`config.mk`:
```
export PLATFORM = sky130hd
export DESIGN_NAME = id_ex_stage
export DESIGN_NICKNAME = d
export VERILOG_FILES = /design/src/rtl/mips_pkg.sv /design/src/rtl/id_ex_stage_fwd_mux.sv /design/src/rtl/id_ex_stage.sv
export SDC_FILE = /design/constraint.sdc
export NUM_CORES = 1
export LEC_CHECK = 0
export CAP_MARGIN = 30
export CELL_PAD_IN_SITES_DETAIL_PLACEMENT = 1
export CELL_PAD_IN_SITES_GLOBAL_PLACEMENT = 2
export CORE_MARGIN = 10
export CORE_UTILIZATION = 25
export CTS_BUF_LIST = sky130_fd_sc_hd__clkbuf_8 sky130_fd_sc_hd__clkbuf_16
export CTS_CLUSTER_SIZE = 28
export DETAILED_ROUTE_END_ITERATION = 6
export GPL_ROUTABILITY_DRIVEN = 0
export GPL_TIMING_DRIVEN = 0
export PLACE_DENSITY_LB_ADDON = 0.1
export RECOVER_POWER = 100
export SLEW_MARGIN = 0
export SYNTH_ARGS = -nofsm -noshare
export SYNTH_HDL_FRONTEND = slang
export SYNTH_SLANG_ARGS = --single-unit
```
`constraint.sdc`:
```
create_clock -name clk -period 2.6 [get_ports clk]
set_clock_uncertainty 0.15 [all_clocks]
set_input_delay 0.52 -clock clk [delete_from_list [all_inputs] [get_ports clk]]
set_output_delay 0.52 -clock clk [all_outputs]
set_load 0.005 [all_outputs]
```
`src/rtl/mips_pkg.sv`:
```
// Shared MIPS datapath constants: ALU control codes, operand-B source encodings
// and default datapath/register-address widths.
package mips_pkg;

    localparam int DW_DEF = 32;
    localparam int AW_DEF = 5;

    typedef enum logic [3:0] {
        ALU_AND = 4'b0000,
        ALU_OR  = 4'b0001,
        ALU_ADD = 4'b0010,
        ALU_SLL = 4'b0011,
        ALU_SRL = 4'b0100,
        ALU_SRA = 4'b0101,
        ALU_SUB = 4'b0110,
        ALU_SLT = 4'b0111,
        ALU_XOR = 4'b1000,
        ALU_NOR = 4'b1100
    } alu_op_e;

    typedef enum logic [1:0] {
        SRC_B_RT    = 2'b00,
        SRC_B_IMM   = 2'b01,
        SRC_B_SHAMT = 2'b10,
        SRC_B_RS    = 2'b11
    } src_b_e;

endpackage

```
`src/rtl/id_ex_stage_fwd_mux.sv`:
```
// Per-operand forwarding select: EX/MEM result beats MEM/WB result beats the
// value latched from the register file; $0 is never forwarded.
module fwd_mux
    import mips_pkg::*;
#(
    parameter int DW = DW_DEF,
    parameter int AW = AW_DEF
) (
    input  logic [AW-1:0] src_addr_i,
    input  logic [DW-1:0] reg_data_i,
    input  logic          exmem_reg_write_i,
    input  logic [AW-1:0] exmem_rd_i,
    input  logic [DW-1:0] exmem_result_i,
    input  logic          memwb_reg_write_i,
    input  logic [AW-1:0] memwb_rd_i,
    input  logic [DW-1:0] memwb_result_i,
    output logic [DW-1:0] fwd_data_o
);

    logic src_nz;
    logic hit_exmem;
    logic hit_memwb;

    assign src_nz    = (src_addr_i != '0);
    assign hit_exmem = src_nz && exmem_reg_write_i && (exmem_rd_i == src_addr_i);
    assign hit_memwb = src_nz && memwb_reg_write_i && (memwb_rd_i == src_addr_i);

    always_comb begin
        fwd_data_o = reg_data_i;
        if (hit_exmem) begin
            fwd_data_o = exmem_result_i;
        end else if (hit_memwb) begin
            fwd_data_o = memwb_result_i;
        end
    end

endmodule

```
`src/rtl/id_ex_stage.sv`:
```
// ID/EX pipeline register with EX operand formation and load-use detection.
// Build option ID_EX_FORWARDING_EN: forwarding on; otherwise RAW hazards stall.
module id_ex_stage
    import mips_pkg::*;
#(
    parameter int DW = DW_DEF,
    parameter int AW = AW_DEF
) (
    input  logic          clk,
    input  logic          rst_n,
    input  logic          stall,
    input  logic          flush,
    input  logic          id_valid,
    input  logic [DW-1:0] id_rs_data,
    input  logic [DW-1:0] id_rt_data,
    input  logic [15:0]   id_imm,
    input  logic [4:0]    id_shamt,
    input  logic [AW-1:0] id_rs_addr,
    input  logic [AW-1:0] id_rt_addr,
    input  logic [AW-1:0] id_rd_addr,
    input  logic          id_uses_rs,
    input  logic          id_uses_rt,
    input  logic [3:0]    id_alu_op,
    input  logic          id_src_a_sel,
    input  logic [1:0]    id_src_b_sel,
    input  logic          id_imm_zext,
    input  logic          id_reg_write,
    input  logic          id_mem_read,
    input  logic          id_mem_write,
    input  logic          exmem_reg_write,
    input  logic [AW-1:0] exmem_rd,
    input  logic [DW-1:0] exmem_result,
    input  logic          memwb_reg_write,
    input  logic [AW-1:0] memwb_rd,
    input  logic [DW-1:0] memwb_result,
    output logic [DW-1:0] alu_in_1,
    output logic [DW-1:0] alu_in_2,
    output logic [3:0]    alu_control_line,
    output logic          ex_valid,
    output logic          ex_reg_write,
    output logic          ex_mem_read,
    output logic          ex_mem_write,
    output logic [AW-1:0] ex_rd_addr,
    output logic [DW-1:0] ex_store_data,
    output logic          hazard_stall
);

    typedef struct packed {
        logic          valid;
        logic          reg_write;
        logic          mem_read;
        logic          mem_write;
        logic [3:0]    alu_op;
        logic          src_a_sel;
        logic [1:0]    src_b_sel;
        logic          imm_zext;
        logic [15:0]   imm;
        logic [4:0]    shamt;
        logic [AW-1:0] rs_addr;
        logic [AW-1:0] rt_addr;
        logic [AW-1:0] rd_addr;
        logic [DW-1:0] rs_data;
        logic [DW-1:0] rt_data;
    } idex_t;

    idex_t idex_q;
    idex_t idex_d;

    logic [DW-1:0] rs_fwd;
    logic [DW-1:0] rt_fwd;
    logic [DW-1:0] imm_ext;
    logic [DW-1:0] shamt_ext;

    // An all-zero record is the bubble: nothing valid, no writes, $0 sources.
    always_comb begin
        idex_d = idex_q;
        if (flush) begin
            idex_d = '0;
        end else if (!stall) begin
            idex_d.valid     = id_valid;
            idex_d.reg_write = id_reg_write;
            idex_d.mem_read  = id_mem_read;
            idex_d.mem_write = id_mem_write;
            idex_d.alu_op    = id_alu_op;
            idex_d.src_a_sel = id_src_a_sel;
            idex_d.src_b_sel = id_src_b_sel;
            idex_d.imm_zext  = id_imm_zext;
            idex_d.imm       = id_imm;
            idex_d.shamt     = id_shamt;
            idex_d.rs_addr   = id_rs_addr;
            idex_d.rt_addr   = id_rt_addr;
            idex_d.rd_addr   = id_rd_addr;
            idex_d.rs_data   = id_rs_data;
            idex_d.rt_data   = id_rt_data;
        end
    end

    always_ff @(posedge clk or negedge rst_n) begin
        if (!rst_n) begin
            idex_q <= '0;
        end else begin
            idex_q <= idex_d;
        end
    end

`ifdef ID_EX_FORWARDING_EN
    fwd_mux #(.DW(DW), .AW(AW)) u_fwd_rs (
        .src_addr_i        (idex_q.rs_addr),
        .reg_data_i        (idex_q.rs_data),
        .exmem_reg_write_i (exmem_reg_write),
        .exmem_rd_i        (exmem_rd),
        .exmem_result_i    (exmem_result),
        .memwb_reg_write_i (memwb_reg_write),
        .memwb_rd_i        (memwb_rd),
        .memwb_result_i    (memwb_result),
        .fwd_data_o        (rs_fwd)
    );

    fwd_mux #(.DW(DW), .AW(AW)) u_fwd_rt (
        .src_addr_i        (idex_q.rt_addr),
        .reg_data_i        (idex_q.rt_data),
        .exmem_reg_write_i (exmem_reg_write),
        .exmem_rd_i        (exmem_rd),
        .exmem_result_i    (exmem_result),
        .memwb_reg_write_i (memwb_reg_write),
        .memwb_rd_i        (memwb_rd),
        .memwb_result_i    (memwb_result),
        .fwd_data_o        (rt_fwd)
    );
`else
    // Without forwarding the stall logic keeps RAW pairs apart, so the latched
    // register-file values are already current.
    logic unused_fwd;

    assign rs_fwd     = idex_q.rs_data;
    assign rt_fwd     = idex_q.rt_data;
    assign unused_fwd = ^{exmem_result, memwb_reg_write, memwb_rd, memwb_result,
                          idex_q.rs_addr, idex_q.rt_addr};
`endif

    assign imm_ext   = {{(DW-16){idex_q.imm[15] & ~idex_q.imm_zext}}, idex_q.imm};
    assign shamt_ext = {{(DW-5){1'b0}}, idex_q.shamt};

    assign alu_in_1 = idex_q.src_a_sel ? rt_fwd : rs_fwd;

    always_comb begin
        alu_in_2 = rt_fwd;
        case (idex_q.src_b_sel)
            SRC_B_RT:    alu_in_2 = rt_fwd;
            SRC_B_IMM:   alu_in_2 = imm_ext;
            SRC_B_SHAMT: alu_in_2 = shamt_ext;
            SRC_B_RS:    alu_in_2 = rs_fwd;
            default:     alu_in_2 = rt_fwd;
        endcase
    end

    assign ex_store_data    = rt_fwd;
    assign alu_control_line = idex_q.alu_op;
    assign ex_valid         = idex_q.valid;
    assign ex_reg_write     = idex_q.reg_write;
    assign ex_mem_read      = idex_q.mem_read;
    assign ex_mem_write     = idex_q.mem_write;
    assign ex_rd_addr       = idex_q.rd_addr;

    logic id_reads_rs;
    logic id_reads_rt;
    logic ex_rd_nz;
    logic ex_rd_match;
    logic load_use;

    assign id_reads_rs = id_uses_rs && (id_rs_addr != '0);
    assign id_reads_rt = id_uses_rt && (id_rt_addr != '0);
    assign ex_rd_nz    = (idex_q.rd_addr != '0);
    assign ex_rd_match = (id_uses_rs && (id_rs_addr == idex_q.rd_addr)) ||
                         (id_uses_rt && (id_rt_addr == idex_q.rd_addr));
    assign load_use    = idex_q.valid && idex_q.mem_read && ex_rd_nz && ex_rd_match;

`ifdef ID_EX_FORWARDING_EN
    assign hazard_stall = id_valid && load_use;
`else
    logic ex_raw;
    logic exmem_raw;

    assign ex_raw    = idex_q.valid && idex_q.reg_write &&
                       ((id_reads_rs && (id_rs_addr == idex_q.rd_addr)) ||
                        (id_reads_rt && (id_rt_addr == idex_q.rd_addr)));
    assign exmem_raw = exmem_reg_write &&
                       ((id_reads_rs && (id_rs_addr == exmem_rd)) ||
                        (id_reads_rt && (id_rt_addr == exmem_rd)));

    assign hazard_stall = id_valid && (load_use || ex_raw || exmem_raw);
`endif

`ifdef ID_EX_FORWARDING_EN
    logic unused_reads;
    assign unused_reads = id_reads_rs ^ id_reads_rt;
`endif

endmodule
```
==> run_1/m1.png <==
(1.5 px per micron)
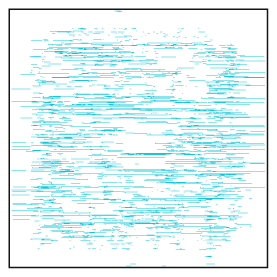
The layer holds 43% of the routed length. The wires run mostly horizontal. 795 nets have wire on it. The longest straight run is 55.2 microns. The layer carries 10100 microns of wire.

==> run_1/closeup.png <==
Window x 116 to 141, y 116 to 141 microns. Cells in gray, sequential cells in the stronger gray; small squares are vias.
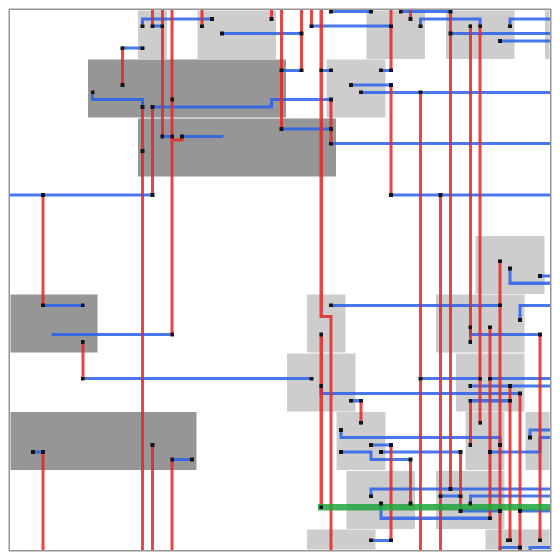
Green shows M3. Blue shows M1. Red shows M2.
Sequential cells in the window: 3. Most frequent: xor2_1 (4), dfrtp_1 (3). 17 logic cells have their middle in the window.

==> run_1/ff_map.png <==
(3 px per micron) Other sequential cells in the stronger gray, the rest of the logic in the fainter gray.
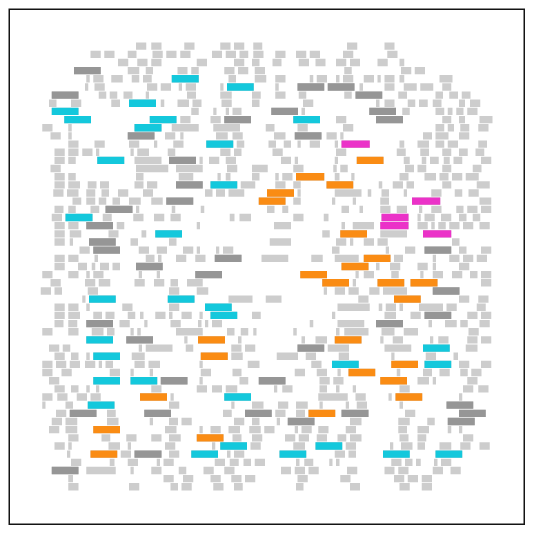
Cyan shows ex_store_data, flops 32. Magenta shows ex_rd_addr, flops 5, where right middle. Orange shows idex_q, flops 25.
Another 40 sequential cells are not colored.

==> run_1/congestion_map.png <==
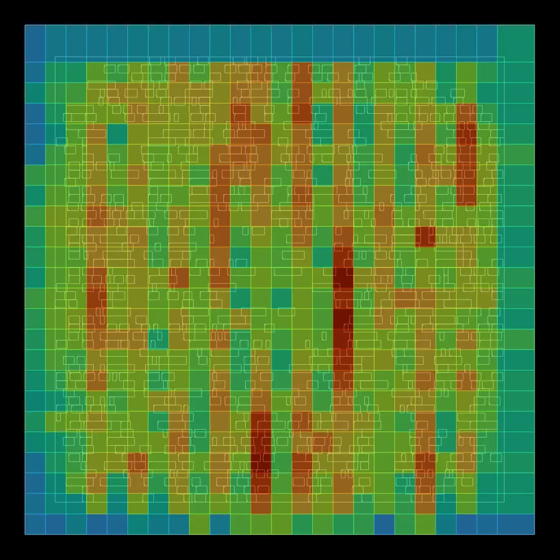
post-route core utilization: 0.4001
global routing usage on met2: 0.2596
DR WL/cell: 21.95 microns

[run 1: area by class of cell]
cell class | instances | area share
diodes | 1 | 0.0002771
plain buffers | 79 | 0.06346
clock buffers | 10 | 0.02647
clock inverters | 6 | 0.009422
multi-input cells | 337 | 0.3010
flip-flops and latches | 102 | 0.2834
well taps | 285 | 0.03949
repair buffers | 251 | 0.2766
[run 1: final timing paths]
check | start | to | slack (ps) | depth (start not counted)
setup / recovery | idex_q[103]$_DFFE_PN0P_ | alu_in_1[4] | -10 | 4
hold / removal | idex_q[95]$_DFFE_PN0P_ | idex_q[95]$_DFFE_PN0P_ | 380 | 2
setup reg to reg | idex_q[101]$_DFFE_PN0P_ | idex_q[101]$_DFFE_PN0P_ | 1220 | 4
hold reg to reg | idex_q[95]$_DFFE_PN0P_ | idex_q[95]$_DFFE_PN0P_ | 380 | 2
max in group asynchronous | rst_n | ex_rd_addr[0]$_DFFE_PN0P_ | 400 | 2
min in group asynchronous | rst_n | idex_q[97]$_DFFE_PN0P_ | 900 | 2
[run 1: registers in the layout, indices dropped and copies added (netlist names)]
register / count
ex_mem_read: 1
ex_mem_write: 1
ex_store_data: 32
alu_control_line: 4
ex_rd_addr: 5
rs_fwd: 32
ex_reg_write: 1
idex_q: 25
ex_valid: 1
[run 1: cells by family after synthesis]
family / count (synthesis)
buffers and inverters: 80
multiplexers: 150
AND/OR/NAND/NOR: 118
flip-flops: 102
XOR/XNOR: 20
AND-OR/OR-AND: 49
[run 1: layer usage]
layer / up-vias / GRT usage / share of wire
met5: - / 0 / 0.00081
met4: 4 / 0.03403 / 0.012
met3: 17 / 0.06601 / 0.087
met2: 140 / 0.2596 / 0.47
met1: 2391 / 0.1884 / 0.43
li1: 2284 / - / -
[run 1: power by group]
group | total [W] | switching (W) | leakage (nW) | internal [W]
Combinational | 0.00108 | 0.000444 | 2.91 | 0.000638
Sequential | 0.00176 | 0.0000818 | 1.35 | 0.00168
Clock | 0.00151 | 0.000644 | 0.160 | 0.000870
Total | 0.00435 | 0.00117 | 4.42 | 0.00318
[run 1: cell usage after synthesis (2+ instances only)]
cell type / count
sky130_fd_sc_hd__a21o_1: 17
sky130_fd_sc_hd__a22o_1: 27
sky130_fd_sc_hd__buf_1: 2
sky130_fd_sc_hd__buf_2: 19
sky130_fd_sc_hd__buf_4: 41
sky130_fd_sc_hd__clkbuf_1: 18
sky130_fd_sc_hd__dfrtp_1: 102
sky130_fd_sc_hd__mux2_2: 43
sky130_fd_sc_hd__mux2i_1: 102
sky130_fd_sc_hd__mux4_2: 5
sky130_fd_sc_hd__nand3_1: 3
sky130_fd_sc_hd__nand4_1: 2
sky130_fd_sc_hd__nor2_1: 104
sky130_fd_sc_hd__nor4_1: 4
sky130_fd_sc_hd__o211ai_2: 2
sky130_fd_sc_hd__or4_1: 3
sky130_fd_sc_hd__xnor2_1: 8
sky130_fd_sc_hd__xor2_1: 12
[run 1: worst reg2reg max path: stages (launching register included)]
cell and delay (ps):
sky130_fd_sc_hd__dfrtp_1 370, sky130_fd_sc_hd__buf_6 150, sky130_fd_sc_hd__clkbuf_2 300, sky130_fd_sc_hd__mux2i_1 230, sky130_fd_sc_hd__nor2_1 50
==> results.toml, run 1 <==
# yosys + openroad results
[yosys]
yosys.area_share.aoi = 0.07205
synth-main-ff-cell = "sky130_fd_sc_hd__dfrtp_1"
ys.warnings.count = 0
yosys_chip_area_sq_mm = 0.005713
synthesis.area_per_instance_sq_um = 11.01
ys_top_cells_by_area = "sky130_fd_sc_hd__dfrtp_1, sky130_fd_sc_hd__mux2i_1, sky130_fd_sc_hd__mux2_2"
synth_flop_count = 102
top_cell_area_share = 0.4468
synth_cell_type_count = 23
synth_async_sr_flop_share = 1.000
gate_count_post_synth = 519
ys_sh_simple = 0.08366
xor_share = 0.03066
postSynthNetCount = 713
synth_stat.cells = 519
yosys.area.top_type = "sky130_fd_sc_hd__dfrtp_1"
synth.yosys.seq_area_share = 0.4468
count_of_flip_flops_with_a_built_in_enable_after_synthesis = 0
mux_area_fraction = 0.2832

[placement]
post-place-cells = 1036
number_of_port_buffers = 231
pre_cts_slack_ps = -598.0
dpl-instance-area_sq_mm = 0.008411
dpl.hpwl_microns = 17500

[sta]
finalSetupTns_ps = -10.03
min_period_ps = 2610
grt_setup_unrepaired = "yes"
worst_slack_ps = -10.03
hold_ws_ps = 375.3
setup_viol = 1
timing_hold_violations_final = 0
fmax_ghz = 0.3831
tightestPinTransition_ps = 1468
post_route_clock_period_utilization = 1.004

[status]
outcome = "finished with violations"
failing_checks = "setup timing"

[worst_setup_path]
critPathBufInv = 3
crit_type = "flop to output port"
crit_arrival_ps = 1940
path_delay_family = "buffers and inverters"
timing.critical_path.to_type = "output port"
crit_path_max_fanout = 10
worstPathCellList = "buf_4, buf_8, mux2_2, clkdlybuf4s50_1"
crit_path_max_incr_delay_ps = 490
worst_setup_path_start_kind = "flop"

[clock_tree]
cts_num_sinks = 102
cts_made_buffers = 9
cts-root-to-sink-buffers = 2
postCtsSetupBuffers = 9
holdBufCountCts = 1
post_cts_resize_count = 99
insertion_delay_ps = 350
cts-htree-levels = 3
clock_transition_at_the_registers_of_the_reported_paths_ps = 70
clock_tree_from_tritoncts = "done"

[global_route]
global_route_wire_length_before_repair_microns = 35110
grtUsageTotal = 0.1579
largest_net_degree_at_the_start_of_global_routing = 53
grt_pass1_vias = 5663
overflow_after_grt = 0
antenna_found_initial = 3

[final_layout]
mostFrequentLayoutCell = "sky130_fd_sc_hd__clkdlybuf4s50_1"
seq_area_sq_mm = 0.002559
combGateArea_sq_mm = 0.002718
finalInstanceArea_sq_mm = 0.009030
post_layout_nonfiller_instances = 1071
fillCellCount = 2486
synthToLayoutAreaGrowth_pct = 58.06
final_layout_size_suffix_gt1_frac = 0.2038
final_net_count = 974
layout_top_cells = "sky130_fd_sc_hd__clkdlybuf4s50_1, sky130_fd_sc_hd__nor2_1, sky130_fd_sc_hd__mux2i_1, sky130_fd_sc_hd__dfrtp_1, sky130_fd_sc_hd__buf_4"

[routing]
vias = 4836
avgViaCountPerCell = 4.515
routed_wl_microns = 23510
iteration_count_of_the_initial_detailed_routing_pass = 4
drc_errors = 0
drt.antenna.violating_nets = 0

[run]
maxCapViolations = 0
count_of_warning_messages_emitted_by_the_tools = 98

[die]
core_region_area_sq_mm = 0.02257
placementRows = 55
die_width_microns = 171.2
die_y_microns = 171.2
fp_util = 0.2531
design.portCount = 304

[worst_hold_path]
hold_class = "flop to flop"

[power_and_ir_drop]
ir_drop_mv = 0.2639
leakagePower_nw = 4.416
power-per-cell-area_mw_per_mm2 = 482.1
finalPower_w = 0.004353
==> run 2: changes to the inputs <==
GPL_ROUTABILITY_DRIVEN = default   (was 0)
==> run_2/gates.png <==
(1.5 px per micron)
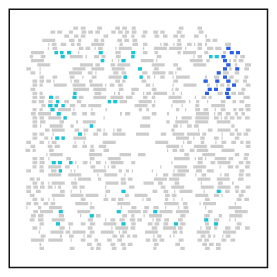
Blue shows xor and xnor cells, cells 20, most used xor2_1, where top right. Cyan shows non-inverting ao/oa cells, cells 45, most used a22o_1.

==> run_2/ff_map.png <==
(3 px per micron) Other sequential cells in the stronger gray, the rest of the logic in the fainter gray.
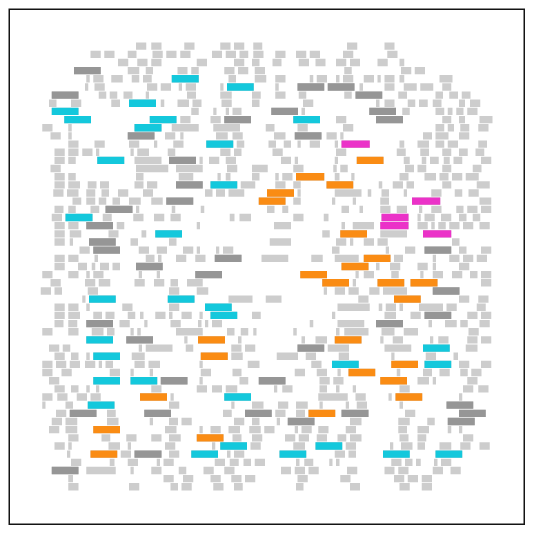
Magenta shows ex_rd_addr, flops 5, where right middle. Orange shows idex_q, flops 25. Cyan shows ex_store_data, flops 32.

==> run 2 against run 1 <==
  * The flow still finishes with violations (setup timing)
  * Routed wire length unchanged
  * Clock power about the same
  * Die size unchanged
  * Total power unchanged
  * Register-to-register slack about the same
  * Worst hold slack unchanged
  * Core utilization unchanged
  * Critical endpoint unchanged
==> results.toml, run 2 <==
# yosys + openroad results
[worst_setup_path]
timing.critical_path.to_type = "output port"
ff2ff_setup_slack_ps = 1220
crit_path_max_fanout = 10
required_time_reported_for_the_critical_path_endpoint_ps = 1930
worst_setup_path_start_kind = "flop"
worstPathCellList = "buf_4, buf_8, mux2_2, clkdlybuf4s50_1"
crit_type = "flop to output port"
crit_arrival_ps = 1940
crit_path_max_incr_delay_ps = 490
cp_slowest_cell = "sky130_fd_sc_hd__clkdlybuf4s50_1"

[yosys]
synth_cell_type_count = 23
synth_stat.cells = 519
yosys.area.top_type = "sky130_fd_sc_hd__dfrtp_1"
synthesis.area_per_instance_sq_um = 11.01
ys_top_cells_by_area = "sky130_fd_sc_hd__dfrtp_1, sky130_fd_sc_hd__mux2i_1, sky130_fd_sc_hd__mux2_2"
synth.cell_area_sq_mm = 0.005713
yosys_chip_area_sq_mm = 0.005713
synth_flop_count = 102
ys.warnings.count = 0
postSynthNetCount = 713
synth_async_sr_flop_share = 1.000
top_cell_area_share = 0.4468
count_of_flip_flops_with_a_built_in_enable_after_synthesis = 0
ys_top_cells_by_count = "sky130_fd_sc_hd__nor2_1, sky130_fd_sc_hd__dfrtp_1, sky130_fd_sc_hd__mux2i_1"
synth_dominant_cell_count = "sky130_fd_sc_hd__nor2_1"
gate_count_post_synth = 519
synth.yosys.seq_area_share = 0.4468
synth-main-ff-cell = "sky130_fd_sc_hd__dfrtp_1"

[power_and_ir_drop]
leakagePower_nw = 4.416
finalPower_w = 0.004353
ir_drop_mv = 0.2639
power.combinational.fraction = 0.249
clkPwrFrac = 0.348
swShare = 0.2686
power-per-cell-area_mw_per_mm2 = 482.1
power.sequential.fraction = 0.404
internal_power_w = 0.003184
switchingPower_w = 0.001169

[routing]
wl_per_cell_microns = 21.95
drt_first_iter_violations = 135
avgViaCountPerCell = 4.515
routed_wl_microns = 23510
vias = 4836
drc_errors = 0
iteration_count_of_the_initial_detailed_routing_pass = 4
drt.antenna.violating_nets = 0

[sta]
post_route_clock_period_utilization = 1.004
hold_ws_ps = 375.3
worst_max_slew_margin_expressed_relative_to_the_limit = 0.02144
tightestPinTransition_ps = 1468
fmax_ghz = 0.3831
setup_viol = 1
worst_slack_ps = -10.03
timing_hold_violations_final = 0
min_period_ps = 2610
grt_setup_unrepaired = "yes"
slew_violations = 0

[run]
count_of_warning_messages_emitted_by_the_tools = 98
maxCapViolations = 0

[status]
outcome = "finished with violations"
failing_checks = "setup timing"

[final_layout]
layout_top_cells = "sky130_fd_sc_hd__clkdlybuf4s50_1, sky130_fd_sc_hd__nor2_1, sky130_fd_sc_hd__mux2i_1, sky130_fd_sc_hd__dfrtp_1, sky130_fd_sc_hd__buf_4"
synthToLayoutAreaGrowth_pct = 58.06
combGateArea_sq_mm = 0.002718
final_layout_size_suffix_gt1_frac = 0.2038
fillCellCount = 2486
mostFrequentLayoutCell = "sky130_fd_sc_hd__clkdlybuf4s50_1"
seq_area_sq_mm = 0.002559
final_net_count = 974

[placement]
globalplace.congestion = 0.8013
number_of_port_buffers = 231
dpl.hpwl_microns = 17500

[clock_tree]
clock_transition_at_the_registers_of_the_reported_paths_ps = 70
insertion_delay_ps = 350
clockRootBuffer = "sky130_fd_sc_hd__clkbuf_16"
cts-htree-levels = 3
cts_num_sinks = 102
clock_tree_from_tritoncts = "done"
cts-root-to-sink-buffers = 2
cts_made_buffers = 9

[global_route]
overflow_after_grt = 0
grt_pass1_vias = 5663
global_route_wire_length_before_repair_microns = 35110
grtUsageTotal = 0.1579
largest_net_degree_at_the_start_of_global_routing = 53
antenna_found_initial = 3

[die]
fp_util = 0.2531
die_y_microns = 171.2
die_width_microns = 171.2
chip_area_sq_mm = 0.02930
design.portCount = 304
core_region_area_sq_mm = 0.02257
placementRows = 55

[worst_hold_path]
hold_class = "flop to flop"
[run 2: cell counts in the layout (fill, tap and decap cells not counted)]
No cell type changed its count.
[run 2: routing by layer]
metal / GRT usage / share of wire
met1: 0.1884 / 0.43
met2: 0.2596 / 0.47
met3: 0.06601 / 0.087
met4: 0.03403 / 0.012
met5: 0 / 0.00081
[run 2: area by class of cell]
type	count	share of cell area
multi-input cells	337	0.3010
repair buffers	251	0.2766
clock inverters	6	0.009422
flip-flops and latches	102	0.2834
clock buffers	10	0.02647
diodes	1	0.0002771
plain buffers	79	0.06346
well taps	285	0.03949
[run 2: worst paths after layout]
| kind | startpoint | end | cells after the start |
|---|---|---|---|
| worst min register to register | idex_q[95]$_DFFE_PN0P_ | idex_q[95]$_DFFE_PN0P_ | 2 |
| worst min-delay path | idex_q[95]$_DFFE_PN0P_ | idex_q[95]$_DFFE_PN0P_ | 2 |
| worst max-delay path | idex_q[103]$_DFFE_PN0P_ | alu_in_1[4] | 4 |
| max in group asynchronous | rst_n | ex_rd_addr[0]$_DFFE_PN0P_ | 2 |
| worst max register to register | idex_q[101]$_DFFE_PN0P_ | idex_q[101]$_DFFE_PN0P_ | 4 |
| min in group asynchronous | rst_n | idex_q[97]$_DFFE_PN0P_ | 2 |
[run 2: kinds of logic after synthesis]
kind of cell,Yosys count,share of synthesized area
XOR/XNOR,20,0.03066
AND/OR/NAND/NOR,118,0.08366
flip-flops,102,0.4468
AND-OR/OR-AND,49,0.07205
buffers and inverters,80,0.08366
multiplexers,150,0.2832
[run 2: repair_timing]
| item | in CTS | in global routing |
|---|---|---|
| endpoints found under the hold margin | 5 | 0 |
| hold buffers | 1 | 0 |
| cloned | 1 | 2 |
| pin swaps | 11 | 9 |
| buffers inserted | 9 | 6 |
| gates resized | 99 | 29 |
| endpoints found under the setup margin | 65 | 38 |
[run 2: per-stage QoR]
step	instance area (sq um)	setup TNS, ps	util	setup slack (ps)	cells
2_1_floorplan	5713	0	-	450.7	519
3_3_place_gp	8382	-367970	0.3713	-3555	1035
3_5_place_dp	8411	-5626	0.3726	-598.0	1036
4_1_cts	8950	-3.117	0.3965	-3.117	1062
5_1_grt	9027	-1715	0.3999	-82.11	1070
6_report	9030	-10.03	0.4001	-10.03	1071
[run 2: power groups by stage]
| stage | Clock (W) | Combinational [W] | Sequential (W) |
|---|---|---|---|
| floorplan | 0 | 0.000456 | 0.00176 |
| global placement | 0 | 0.00106 | 0.00179 |
| detailed placement | 0 | 0.00107 | 0.00179 |
| CTS | 0.00157 | 0.00110 | 0.00176 |
| global route | 0.00163 | 0.00118 | 0.00177 |
| finish | 0.00151 | 0.00108 | 0.00176 |
[run 2: worst max-delay path, delay by kind of cell, from the launching register on]
kind | cells | cell delay [ps]
buf+inv | 3 | 890
flops | 1 | 350
mux | 1 | 340
Power is estimated from default activity; no workload was simulated.
